run_1/clock_wires.png
Drawn at 3 px/um.
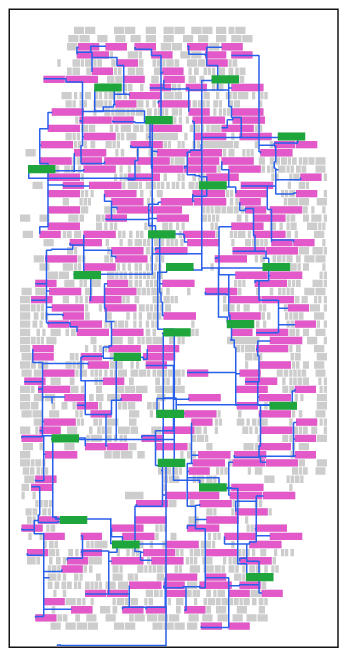
run_1/gates.png
Drawn at 1.5 px/um.
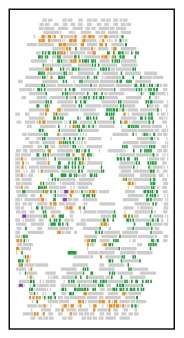
run_1/m3.png
Drawn at 3 px/um.
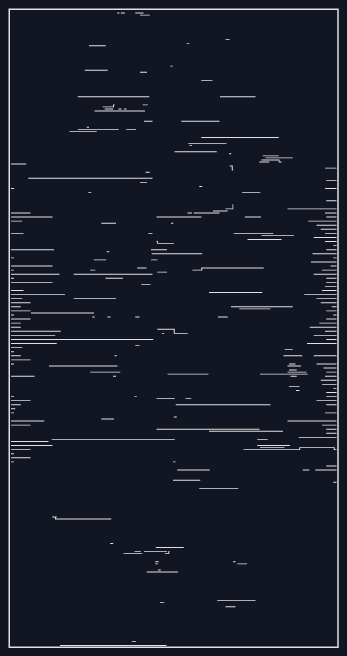
`src/rtl/alu_result_stage.sv`:
```
// Registered ALU result stage: captures RZ/flags on a valid/ready handshake, owns the CCR,
// resolves branch outcomes and queues results toward writeback in a small FIFO.
module alu_result_stage #(
  parameter int WIDTH     = 32,
  parameter int DEPTH     = 2,
  parameter int CNT_WIDTH = 16
) (
  input  logic                 Clock,
  input  logic                 Reset,
  input  logic                 In_Valid,
  output logic                 In_Ready,
  input  logic [31:0]          ALU_Op,
  input  logic [WIDTH-1:0]     RZ_In,
  input  logic                 CARRY_FLAG,
  input  logic                 OVERFLOW_FLAG,
  input  logic                 ZERO_FLAG,
  input  logic                 NEGATIVE_FLAG,
  input  logic                 INR_FLAG,
  input  logic                 NOP_FLAG,
  output logic                 Out_Valid,
  input  logic                 Out_Ready,
  output logic [WIDTH-1:0]     RZ_Out,
  output logic [31:0]          Op_Out,
  output logic                 Branch_Out,
  output logic                 Taken_Out,
  output logic [31:0]          CCR_Out,
  output logic [CNT_WIDTH-1:0] Retire_Count
);

  localparam int PTR_W = $clog2(DEPTH);

  typedef struct packed {
    logic [WIDTH-1:0] rz;
    logic [31:0]      op;
    logic             br;
    logic             tk;
  } entry_t;

  entry_t               mem_q [DEPTH];
  entry_t               head_q, head_d, in_entry;
  logic [PTR_W-1:0]     wr_ptr_q, rd_ptr_q, rd_next;
  logic [PTR_W:0]       count_q, count_d;
  logic [6:0]           ccr_q, ccr_d;
  logic [CNT_WIDTH-1:0] retire_q;
  logic                 accept, pop, push, is_nop, hold_flags, is_branch, taken;

  assign In_Ready  = (count_q != (PTR_W+1)'(DEPTH));
  assign Out_Valid = (count_q != '0);
  assign accept    = In_Valid & In_Ready;
  assign pop       = Out_Valid & Out_Ready;
  assign is_nop    = NOP_FLAG | (ALU_Op == '0);
  assign push      = accept & ~is_nop;

  // Branch outcome comes from the incoming flags, never from the stored CCR.
  always_comb begin
    is_branch  = 1'b0;
    taken      = 1'b0;
    hold_flags = 1'b0;
    case (ALU_Op)
      32'd16, 32'd17, 32'd18: hold_flags = 1'b1;
      32'd39: begin is_branch = 1'b1; taken = ZERO_FLAG;      end
      32'd40: begin is_branch = 1'b1; taken = ~ZERO_FLAG;     end
      32'd41: begin is_branch = 1'b1; taken = NEGATIVE_FLAG;  end
      32'd64, 32'd65: begin
        is_branch  = 1'b1;
        taken      = 1'b1;
        hold_flags = 1'b1;
      end
      default: ;
    endcase
  end

  assign in_entry = '{rz: RZ_In, op: ALU_Op, br: is_branch, tk: taken};

  always_comb begin
    ccr_d = ccr_q;
    if (accept) begin
      if (is_nop) begin
        ccr_d[6] = 1'b1;
      end else begin
        ccr_d[6] = 1'b0;
        ccr_d[4] = INR_FLAG;
        if (!hold_flags)
          ccr_d[3:0] = {NEGATIVE_FLAG, ZERO_FLAG, OVERFLOW_FLAG, CARRY_FLAG};
      end
    end
  end

  // Head register is preloaded with the next head; when the FIFO is (or drains to) empty the
  // incoming entry lands at the new read pointer and must be forwarded from the input.
  always_comb begin
    count_d = count_q + (PTR_W+1)'(push) - (PTR_W+1)'(pop);
    rd_next = rd_ptr_q + PTR_W'(pop);
    head_d  = head_q;
    if (count_d != '0) begin
      if (push && (wr_ptr_q == rd_next))
        head_d = in_entry;
      else
        head_d = mem_q[rd_next];
    end
  end

  always_ff @(posedge Clock) begin
    if (!Reset && push)
      mem_q[wr_ptr_q] <= in_entry;
  end

  always_ff @(posedge Clock) begin
    if (Reset) begin
      wr_ptr_q <= '0;
      rd_ptr_q <= '0;
      count_q  <= '0;
      head_q   <= '0;
      ccr_q    <= '0;
      retire_q <= '0;
    end else begin
      wr_ptr_q <= wr_ptr_q + PTR_W'(push);
      rd_ptr_q <= rd_next;
      count_q  <= count_d;
      head_q   <= head_d;
      ccr_q    <= ccr_d;
      retire_q <= retire_q + CNT_WIDTH'(pop);
    end
  end

  assign RZ_Out       = head_q.rz;
  assign Op_Out       = head_q.op;
  assign Branch_Out   = head_q.br;
  assign Taken_Out    = head_q.tk;
  assign CCR_Out      = {25'd0, ccr_q};
  assign Retire_Count = retire_q;

endmodule

```
`config.mk`:
```
export PLATFORM = sky130hd
export DESIGN_NAME = alu_result_stage
export DESIGN_NICKNAME = d
export VERILOG_FILES = /design/src/rtl/alu_result_stage.sv
export SDC_FILE = /design/constraint.sdc
export NUM_CORES = 1
export LEC_CHECK = 0
export ABC_AREA = 1
export CAP_MARGIN = 30
export CORE_ASPECT_RATIO = 2
export CORE_MARGIN = 3
export CORE_UTILIZATION = 47
export CTS_BUF_LIST = sky130_fd_sc_hd__clkbuf_16
export DETAILED_ROUTE_END_ITERATION = 10
export PLACE_DENSITY = 0.84
export SLEW_MARGIN = 10
export SYNTH_ARGS = -nofsm -noshare
export SYNTH_HDL_FRONTEND = slang
export SYNTH_SLANG_ARGS = --single-unit
export TNS_END_PERCENT = 1
```
`constraint.sdc`:
```
create_clock -name Clock -period 7.3 [get_ports Clock]
set_input_delay 2.19 -clock Clock [delete_from_list [all_inputs] [get_ports Clock]]
set_output_delay 2.19 -clock Clock [all_outputs]
set_load 0.01 [all_outputs]
```
==> Changelog: implementation, run 1 <==
## Implementation

- Clock sink count: 224
- Slowest-stage cell, CP: inv_2
- Clk pwr: 1.11 mW
- Max Cap Violations: 0
- Top Usage Layer GRT: met2
- Yosys cell types: 32
- GRT Total Usage: 22.6%
- Die Area: 23100 um2
- Clock buf/inv share: under 10%
- TAP cells: 266
- RSZ-0062 raised after global routing: false
- Flop pwr share: 35.0%
- First-pass GRT wire length: 41.2 mm
- Buf+Inv Stages, Crit Path: 5
- Rel. slew slack: 35.5%
- Avg Inst Size Synth: 8.95 um2
- Fin area: 12400 um2
- Status: finished, final reports clean
- Worst EP arrival: 5.92 ns
- Worst path most repeated cell: inv_1
- DR iter-0 viols: 700
- Crit path time final: 5.47 ns
- Sequential cell count: 224
- Avg WL per Cell: 17.1 um
- RR Startpoint: count_q[0]
- Placement Setup Slack: 1.36 ns
- Clk network pwr share: 23.9%
- Post-CTS Hold Buffers: 0
- Final tally of max-slew violations: 0
- Largest net degree at the start of global routing: between 70 and 80
- Crit. Startpoint: ALU_Op[3]
- Rows: 74
- Seq/total area: 47.0%
- Hold Vio Cnt, Final: 0
- Top area cell types: edfxtp_1, dfxtp_1, nand2_1
- Hold path depth: 2
- Largest Register: mem_q
- Non-clock buffer share: between 10% and 20%
- Top-count cell post-synth: nand2_1
- P_leak: 5.40 nW
- H-tree depth: 1
- WL final: 26.2 mm
- Hold Startpoint: RZ_Out[27]
- Multi-input gates: 724
- Nonclk buf count: between 150 and 200
- Critical path fanouts, max: 46
- Gr ovfl total: 0
- Sequential power: ~1.6 mW
- Number of flops mapped to enable cells by yosys: 132
- ANT cells: 1
Notes on clock_wires.png above:
clock-net drivers -> green  # count 21
clock wires -> blue  # length 2680 um
flip-flops -> magenta  # count 224
flops lie = spread over the die

Notes on gates.png above:
aoi and oai cells -> orange  # cells 120, most used o21ai_0
nand cells -> green  # cells 485, most used nand2_1, where spread over the die
xor and xnor cells -> purple  # cells 4, most used xor2_1

Notes on m3.png above:
share of all routed wire = 6.1%
main direction = horizontal
longest straight run = 47.1 um

## Run 2: what changed since run 1
Settings changed: PLACE_DENSITY 0.84 to 0.87.
Clock period 7.3 ns to 4.55 ns, I/O delays scaled along.
run_2/layers.png
Drawn at 1.5 px/um.
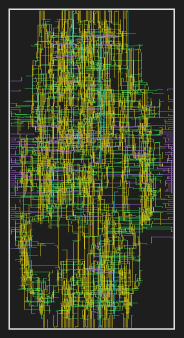
M2 -> yellow  # wire length 13700 um
M1 -> green  # wire length 9430 um
M4 -> cyan  # wire length 888 um
M3 -> purple  # wire length 1750 um

run_2/m3.png
Drawn at 3 px/um.
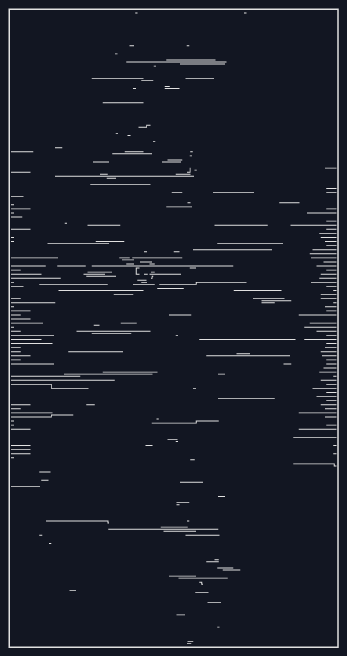
longest straight run = 46.9 um
main direction = horizontal
wire length on this layer = 1750 um

run_2/clock_wires.png
Drawn at 3 px/um.
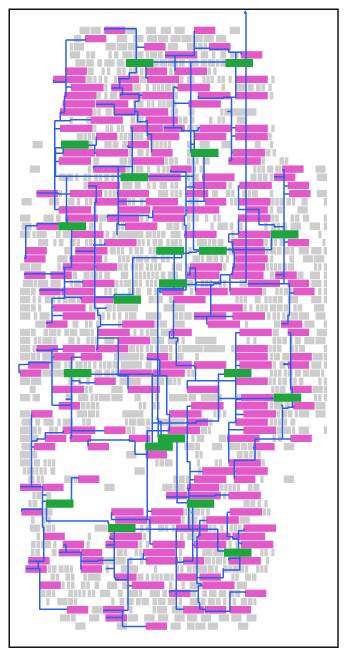
clock-net drivers -> green  # count 20
clock wires -> blue  # length 2610 um
flip-flops -> magenta  # count 224
routed clock nets = 21

==> Changelog: implementation, run 2 <==
## Implementation

- Hold Startpoint: ccr_q[4]
- RSZ-0062 raised after global routing: false
- Status: finished, final reports clean
- First-pass GRT wire length: 40.3 mm
- P_leak: 5.47 nW
- Multi-input gates: 724
- Final tally of max-slew violations: 0
- H-tree depth: 1
- Sequential power: 2.60 mW
- Seq/total area: 46.4%
- Rel. slew slack: 43.6%
- TAP cells: 266
- Avg WL per Cell: about 17 um
- Worst path most repeated cell: inv_1
- Largest net degree at the start of global routing: ~100
- Rows: 74
- Placement Setup Slack: -0.0110 ns
- ANT cells: 1
- Flop pwr share: 34.6%
- Hold path depth: 2
- Top-count cell post-synth: nand2_1
- Yosys cell types: 32
- Gr ovfl total: 0
- Top area cell types: edfxtp_1, dfxtp_1, nand2_1
- WL final: 25.8 mm
- Crit path time final: between 4 and 5 ns
- Clock sink count: 224
- Fin area: 12500 um2
- Clock buf/inv share: between 5 and 6%
- Hold Vio Cnt, Final: 0
- Die Area: 23100 um2
- Number of flops mapped to enable cells by yosys: 132
- Buf+Inv Stages, Crit Path: 5
- DR iter-0 viols: 631
- Clk pwr: approximately 1.7 mW
- Nonclk buf count: about 190
- Avg Inst Size Synth: just under 9 um2
- Top Usage Layer GRT: met2
- Crit. Startpoint: ALU_Op[16]
Power is estimated from default activity; no workload was simulated.
